File: src/rtl/serial_comp_pkg.sv
// ---------------------------------------------------------------------------
// serial_comp_pkg
//   Shared types and constants for the bit-serial comparison controller.
//   - state_t  : controller FSM states
//   - result_t : one-hot comparison result {lt, gt, eq}
//   - MAX_WIDTH: largest operand width the controller is intended for
// ---------------------------------------------------------------------------
package serial_comp_pkg;

    localparam int MIN_WIDTH = 2;
    localparam int MAX_WIDTH = 64;

    typedef enum logic [1:0] {
        ST_IDLE = 2'd0,
        ST_SCAN = 2'd1,
        ST_DONE = 2'd2
    } state_t;

    typedef struct packed {
        logic lt;
        logic gt;
        logic eq;
    } result_t;

    localparam result_t RES_NONE = '{lt: 1'b0, gt: 1'b0, eq: 1'b0};
    localparam result_t RES_EQ   = '{lt: 1'b0, gt: 1'b0, eq: 1'b1};

    // Result for a bit position that differs, taken from the slice outputs.
    function automatic result_t res_from_slice(input logic lt_bit, input logic gt_bit);
        result_t r;
        r.lt = lt_bit;
        r.gt = gt_bit;
        r.eq = 1'b0;
        return r;
    endfunction

endpackage

File: src/rtl/compare_1_bit.sv
// ---------------------------------------------------------------------------
// compare_1_bit
//   Single-bit magnitude comparator slice, purely combinational.
//   Ports:
//     i_a  : bit of operand A
//     i_b  : bit of operand B
//     o_lt : A bit < B bit
//     o_gt : A bit > B bit
//     o_eq : bits equal
// ---------------------------------------------------------------------------
module compare_1_bit (
    input  logic i_a,
    input  logic i_b,
    output logic o_lt,
    output logic o_gt,
    output logic o_eq
);

    assign o_lt = ~i_a &  i_b;
    assign o_gt =  i_a & ~i_b;
    assign o_eq = ~(i_a ^ i_b);

endmodule

File: src/rtl/serial_comp_ctrl.sv
// ---------------------------------------------------------------------------
// serial_comp_ctrl
//   Bit-serial magnitude comparator controller. Accepts an operand pair over
//   a valid/ready handshake, scans MSB to LSB one bit per cycle through a
//   single compare_1_bit slice, stops at the first differing bit and returns
//   a one-hot lt/gt/eq result plus the index of the deciding bit.
//
//   state | meaning
//   IDLE  | ready for an operand pair (o_in_ready=1)
//   SCAN  | comparing op_a[idx] vs op_b[idx], idx counting down (o_busy=1)
//   DONE  | result held on outputs until i_out_ready (o_out_valid=1)
//
//   Ports:
//     i_clk        : rising-edge clock
//     i_rst_n      : asynchronous active-low reset
//     i_in_valid   : operand pair presented
//     o_in_ready   : controller can accept a pair (decoded from state)
//     i_a, i_b     : operands, sampled on accept
//     o_out_valid  : result available (decoded from state)
//     i_out_ready  : consumer takes the result
//     o_lt/o_gt/o_eq : registered one-hot result
//     o_diff_idx   : registered index of deciding bit, 0 when equal
//     o_busy       : high while scanning (decoded from state)
// ---------------------------------------------------------------------------
module serial_comp_ctrl
    import serial_comp_pkg::*;
#(
    parameter int WIDTH = 8,
    parameter int IDXW  = $clog2(WIDTH)
) (
    input  logic             i_clk,
    input  logic             i_rst_n,
    input  logic             i_in_valid,
    output logic             o_in_ready,
    input  logic [WIDTH-1:0] i_a,
    input  logic [WIDTH-1:0] i_b,
    output logic             o_out_valid,
    input  logic             i_out_ready,
    output logic             o_lt,
    output logic             o_gt,
    output logic             o_eq,
    output logic [IDXW-1:0]  o_diff_idx,
    output logic             o_busy
);

    localparam logic [IDXW-1:0] IDX_MSB = IDXW'(WIDTH - 1);

    state_t           r_state;
    logic [WIDTH-1:0] r_op_a;
    logic [WIDTH-1:0] r_op_b;
    logic [IDXW-1:0]  r_idx;
    result_t          r_res;
    logic [IDXW-1:0]  r_diff_idx;

    logic w_bit_a;
    logic w_bit_b;
    logic w_lt;
    logic w_gt;
    logic w_eq;

    // Bit-select muxes feeding the single shared slice.
    assign w_bit_a = r_op_a[r_idx];
    assign w_bit_b = r_op_b[r_idx];

    compare_1_bit u_cmp (
        .i_a  (w_bit_a),
        .i_b  (w_bit_b),
        .o_lt (w_lt),
        .o_gt (w_gt),
        .o_eq (w_eq)
    );

    always_ff @(posedge i_clk or negedge i_rst_n) begin
        if (!i_rst_n) begin
            r_state    <= ST_IDLE;
            r_op_a     <= '0;
            r_op_b     <= '0;
            r_idx      <= IDX_MSB;
            r_res      <= RES_NONE;
            r_diff_idx <= '0;
        end else begin
            case (r_state)
                ST_IDLE: begin
                    if (i_in_valid) begin
                        r_op_a     <= i_a;
                        r_op_b     <= i_b;
                        r_idx      <= IDX_MSB;
                        r_res      <= RES_NONE;
                        r_diff_idx <= '0;
                        r_state    <= ST_SCAN;
                    end
                end
                ST_SCAN: begin
                    if (!w_eq) begin
                        r_res      <= res_from_slice(w_lt, w_gt);
                        r_diff_idx <= r_idx;
                        r_state    <= ST_DONE;
                    end else if (r_idx == '0) begin
                        r_res      <= RES_EQ;
                        r_diff_idx <= '0;
                        r_state    <= ST_DONE;
                    end else begin
                        r_idx <= r_idx - IDXW'(1);
                    end
                end
                ST_DONE: begin
                    // Clearing on release keeps lt/gt/eq at 0 outside DONE.
                    if (i_out_ready) begin
                        r_res      <= RES_NONE;
                        r_diff_idx <= '0;
                        r_state    <= ST_IDLE;
                    end
                end
                default: begin
                    r_res      <= RES_NONE;
                    r_diff_idx <= '0;
                    r_state    <= ST_IDLE;
                end
            endcase
        end
    end

    assign o_in_ready  = (r_state == ST_IDLE);
    assign o_out_valid = (r_state == ST_DONE);
    assign o_busy      = (r_state == ST_SCAN);
    assign o_lt        = r_res.lt;
    assign o_gt        = r_res.gt;
    assign o_eq        = r_res.eq;
    assign o_diff_idx  = r_diff_idx;

endmodule

File: config.mk
export PLATFORM = sky130hd
export DESIGN_NAME = serial_comp_ctrl
export DESIGN_NICKNAME = d
export VERILOG_FILES = /design/src/rtl/serial_comp_pkg.sv /design/src/rtl/compare_1_bit.sv /design/src/rtl/serial_comp_ctrl.sv
export SDC_FILE = /design/constraint.sdc
export NUM_CORES = 1
export LEC_CHECK = 0
export CORE_UTILIZATION = 30
export CTS_CLUSTER_DIAMETER = 100
export DETAILED_ROUTE_END_ITERATION = 10
export HOLD_SLACK_MARGIN = 0.15
export SYNTH_ARGS = -nofsm -noshare
export SYNTH_HDL_FRONTEND = slang
export SYNTH_SLANG_ARGS = --single-unit
File: constraint.sdc
create_clock -name i_clk -period 2.8 [get_ports i_clk]
set_input_delay 0.84 -clock i_clk [delete_from_list [all_inputs] [get_ports i_clk]]
set_output_delay 0.84 -clock i_clk [all_outputs]
set_load 0.01 [all_outputs]
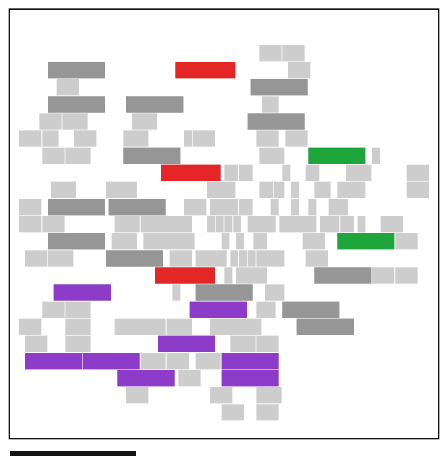
*Where the registers sit*
Scale bar: 20 um.
netlist name	colour	sequential cells
r_op_a	purple	8
r_idx	red	3
r_state	green	2
not coloured	14

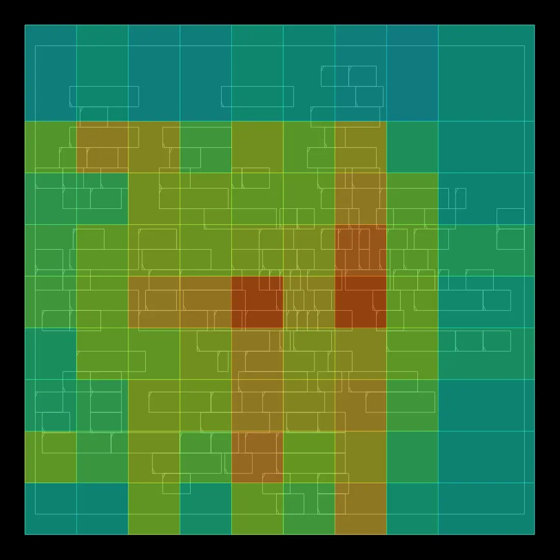
*Congestion heat map*
drt wl/cell: 13.5 um
met2 GRT Util: 0.212
grt met3 use: 0.0367

==> deck_impl_summary.md <==
Physical Implementation Snapshot

Outcome
  – Status: finished clean

Critical path
  – Buf/Inv on CP: 2
  – Crit end category: output pin
  – FF-to-FF path depth: 6
  – Crit path required time: 1960 ps
  – Crit-path max FO: 8
  – CP max stage cell: clkdlybuf4s50_1
  – Critical Setup Path Class: register to output pin
  – Reg2Reg Setup Slack: 360 ps
  – CP arrival: 1610 ps
  – FF-to-FF End: o_diff_idx[2]$_DFFE_PN0P_
  – Delay-heaviest family, CP: buffers and inverters
  – Launch point of the worst reg-to-reg path: r_idx[0]$_DFFE_PN1P_
  – Max stage delay on crit path: 550 ps
  – Startpoint Class: register

Routing
  – Via density: 4.90
  – Routed Antenna Nets: 0
  – Initial DRC Count: 15
  – DRC Markers: 0
  – Pre-Repair DR Iteration Count: 4

Yosys
  – Post-synth regs: 27
  – Adder-Cell Fraction of Synth Area: 0.0382
  – Mapped Cells: 97
  – Post-synthesis sequential area ratio: 0.519
  – Area fraction in mux cells: 0.247
  – Syn avg cell area: 13.5 sq um
  – Simple Share, Synth: 0.0908
  – XOR Share, Synth: 0
  – Netlist Area Pre-Place: 1310 sq um
  – Cell Type Count: 26
  – Nets at Floorplan: 121
  – Logic family by area: multiplexers

Finish
  – Synth-to-Final Area Change: 28.6%
  – Most frequent logic cell in the layout: clkdlybuf4s50_1
  – Leading cell types in the layout, fill and taps excluded: clkdlybuf4s50_1, dfrtp_1, mux2_2, nand2_1, nor2_1
  – Antenna Cells: 0
  – Post-route cell area: 1680 sq um
  – Fin util: 0.412
  – Share of layout cells above drive strength 1: 0.260
  – Fill cells: 394

Final timing
  – Unrepaired setup endpoints after global routing: no
  – Minimum clock period: 2450 ps
  – Skew final: 0.739 ps
  – Worst rel slew slack: 0.770
  – Final setup fails: 0
  – Worst Tran Pin Value: 345 ps
  – Total Negative Setup Slacks: 0 ps
  – Fin. Hold Viols: 0

Floorplanning
  – Die X: 68.1 um
  – Die Y: 68.1 um
  – I/O pin total: 29
  – Starting density of the core: 0.320

Placement
  – IO Port Bufs: 28
  – GPL Wtd Cong: 0.747
  – Post-DP Area: 1640 sq um
  – Post-DP HPWL: 1.80 mm

Run
  – OpenROAD warnings: 28

Clock network
  – Latency at later pin: 270 ps
  – TritonCTS Sinks: 27
  – Max Root-Sink Buffers: 2
  – CTS Hold Bufs: 0
  – Root Driver: clkbuf_8
  – CTS buffer count: 3
  – Post-CTS sizing: 0

GRT
  – Largest net degree at the start of global routing: 28
  – GR Util All Layers: 0.123
  – Number of global-route vias before repair: 894
  – Initial antenna violation count: 0

Hold path
  – Hold Crit Endpoint: r_op_a[3]$_DFFE_PN0P_
  – WHS Path Cells: 1
  – Hold Path Origin: r_op_a[3]$_DFFE_PN0P_

Power and ir drop
  – Leak: 0.757 nW
  – Worst VDD drop: 0.481 mV
  – Power Dens Cells: 1050 nW/um^2
## through the flow
step	setup slack (ps)	cells	hold slack, ps
after global placement	412	173	477
after detailed placement	363	173	484
final	346	177	505
after global routing	184	177	531
after CTS	321	177	512
after floorplan	494	97	453
## cells in the mapped netlist
cell type,count,area [sq um]
mux4_2,4,90.1
buf_2,2,10.0
a32o_1,3,30.0
nand2_1,7,26.3
nor2_1,6,22.5
buf_6,1,11.3
o211a_1,1,10.0
buf_4,1,7.51
dfstp_2,3,78.8
inv_1,4,15.0
mux2_1,1,11.3
nand3_1,1,5.00
nand2b_1,2,12.5
dfrtp_1,24,601
nand4_1,1,6.26
and2_1,2,12.5
nand2b_2,1,8.76
nor3b_2,1,12.5
mux2_2,17,191
a22o_1,3,26.3
nor2b_1,2,12.5
ha_1,4,50.1
inv_2,1,3.75
a21o_1,1,7.51
mux2i_1,3,30.0
o32ai_2,1,16.3
## flip-flops by register name (all words and copies together) (netlist names)
name        cells
o_lt            1
o_diff_idx      3
r_op_b          8
r_idx           3
o_eq            1
r_op_a          8
r_state         2
o_gt            1
## metal layers
layer | wire length (um) | up-vias | share of wire | global-route usage
li1 | - | 405 | - | -
met5 | 0 | - | 0 | 0
met3 | 119 | 2 | 0.050 | 0.0367
met1 | 1090 | 435 | 0.46 | 0.146
met2 | 1160 | 25 | 0.49 | 0.212
met4 | 19 | 0 | 0.0080 | 0.0391
## cells by family after synthesis
family | count (synthesis)
simple gates | 23
buf+inv | 9
flops | 27
fa+ha+maj | 4
mux | 25
compound gates | 9
## cell type report
cell class,instances,area (sq um),share of cell area
Clock buffer,4,45.0,0.0268
Inverter,5,18.8,0.0112
Timing Repair Buffer,30,295,0.175
Tap cell,50,62.6,0.0372
Multi-Input combinational cell,61,582,0.346
Sequential cell,27,679,0.404
## where the power goes
group | switching, W | leakage (nW) | internal (W)
sequential | 0.000131 | 0.326 | 0.000571
combinational | 0.000357 | 0.409 | 0.000488
clock | 0.000114 | 0.0228 | 0.000102
total | 0.000603 | 0.757 | 0.00116
## worst max path at each step
| stage | startpoint | to | slack [ps] | depth (start not counted) |
|---|---|---|---|---|
| final | r_state[1]$_DFFE_PN0P_ | o_busy | 350 | 3 |
| after global routing | r_idx[0]$_DFFE_PN1P_ | o_diff_idx[1]$_DFFE_PN0P_ | 180 | 7 |
| after CTS | r_state[1]$_DFFE_PN0P_ | o_busy | 320 | 3 |
| after detailed placement | r_idx[0]$_DFFE_PN1P_ | o_diff_idx[2]$_DFFE_PN0P_ | 360 | 6 |
| after global placement | r_idx[0]$_DFFE_PN1P_ | o_diff_idx[2]$_DFFE_PN0P_ | 410 | 6 |
| after floorplan | r_idx[0]$_DFFE_PN1P_ | o_diff_idx[2]$_DFFE_PN0P_ | 490 | 7 |
Power and IR drop assume default switching activity.
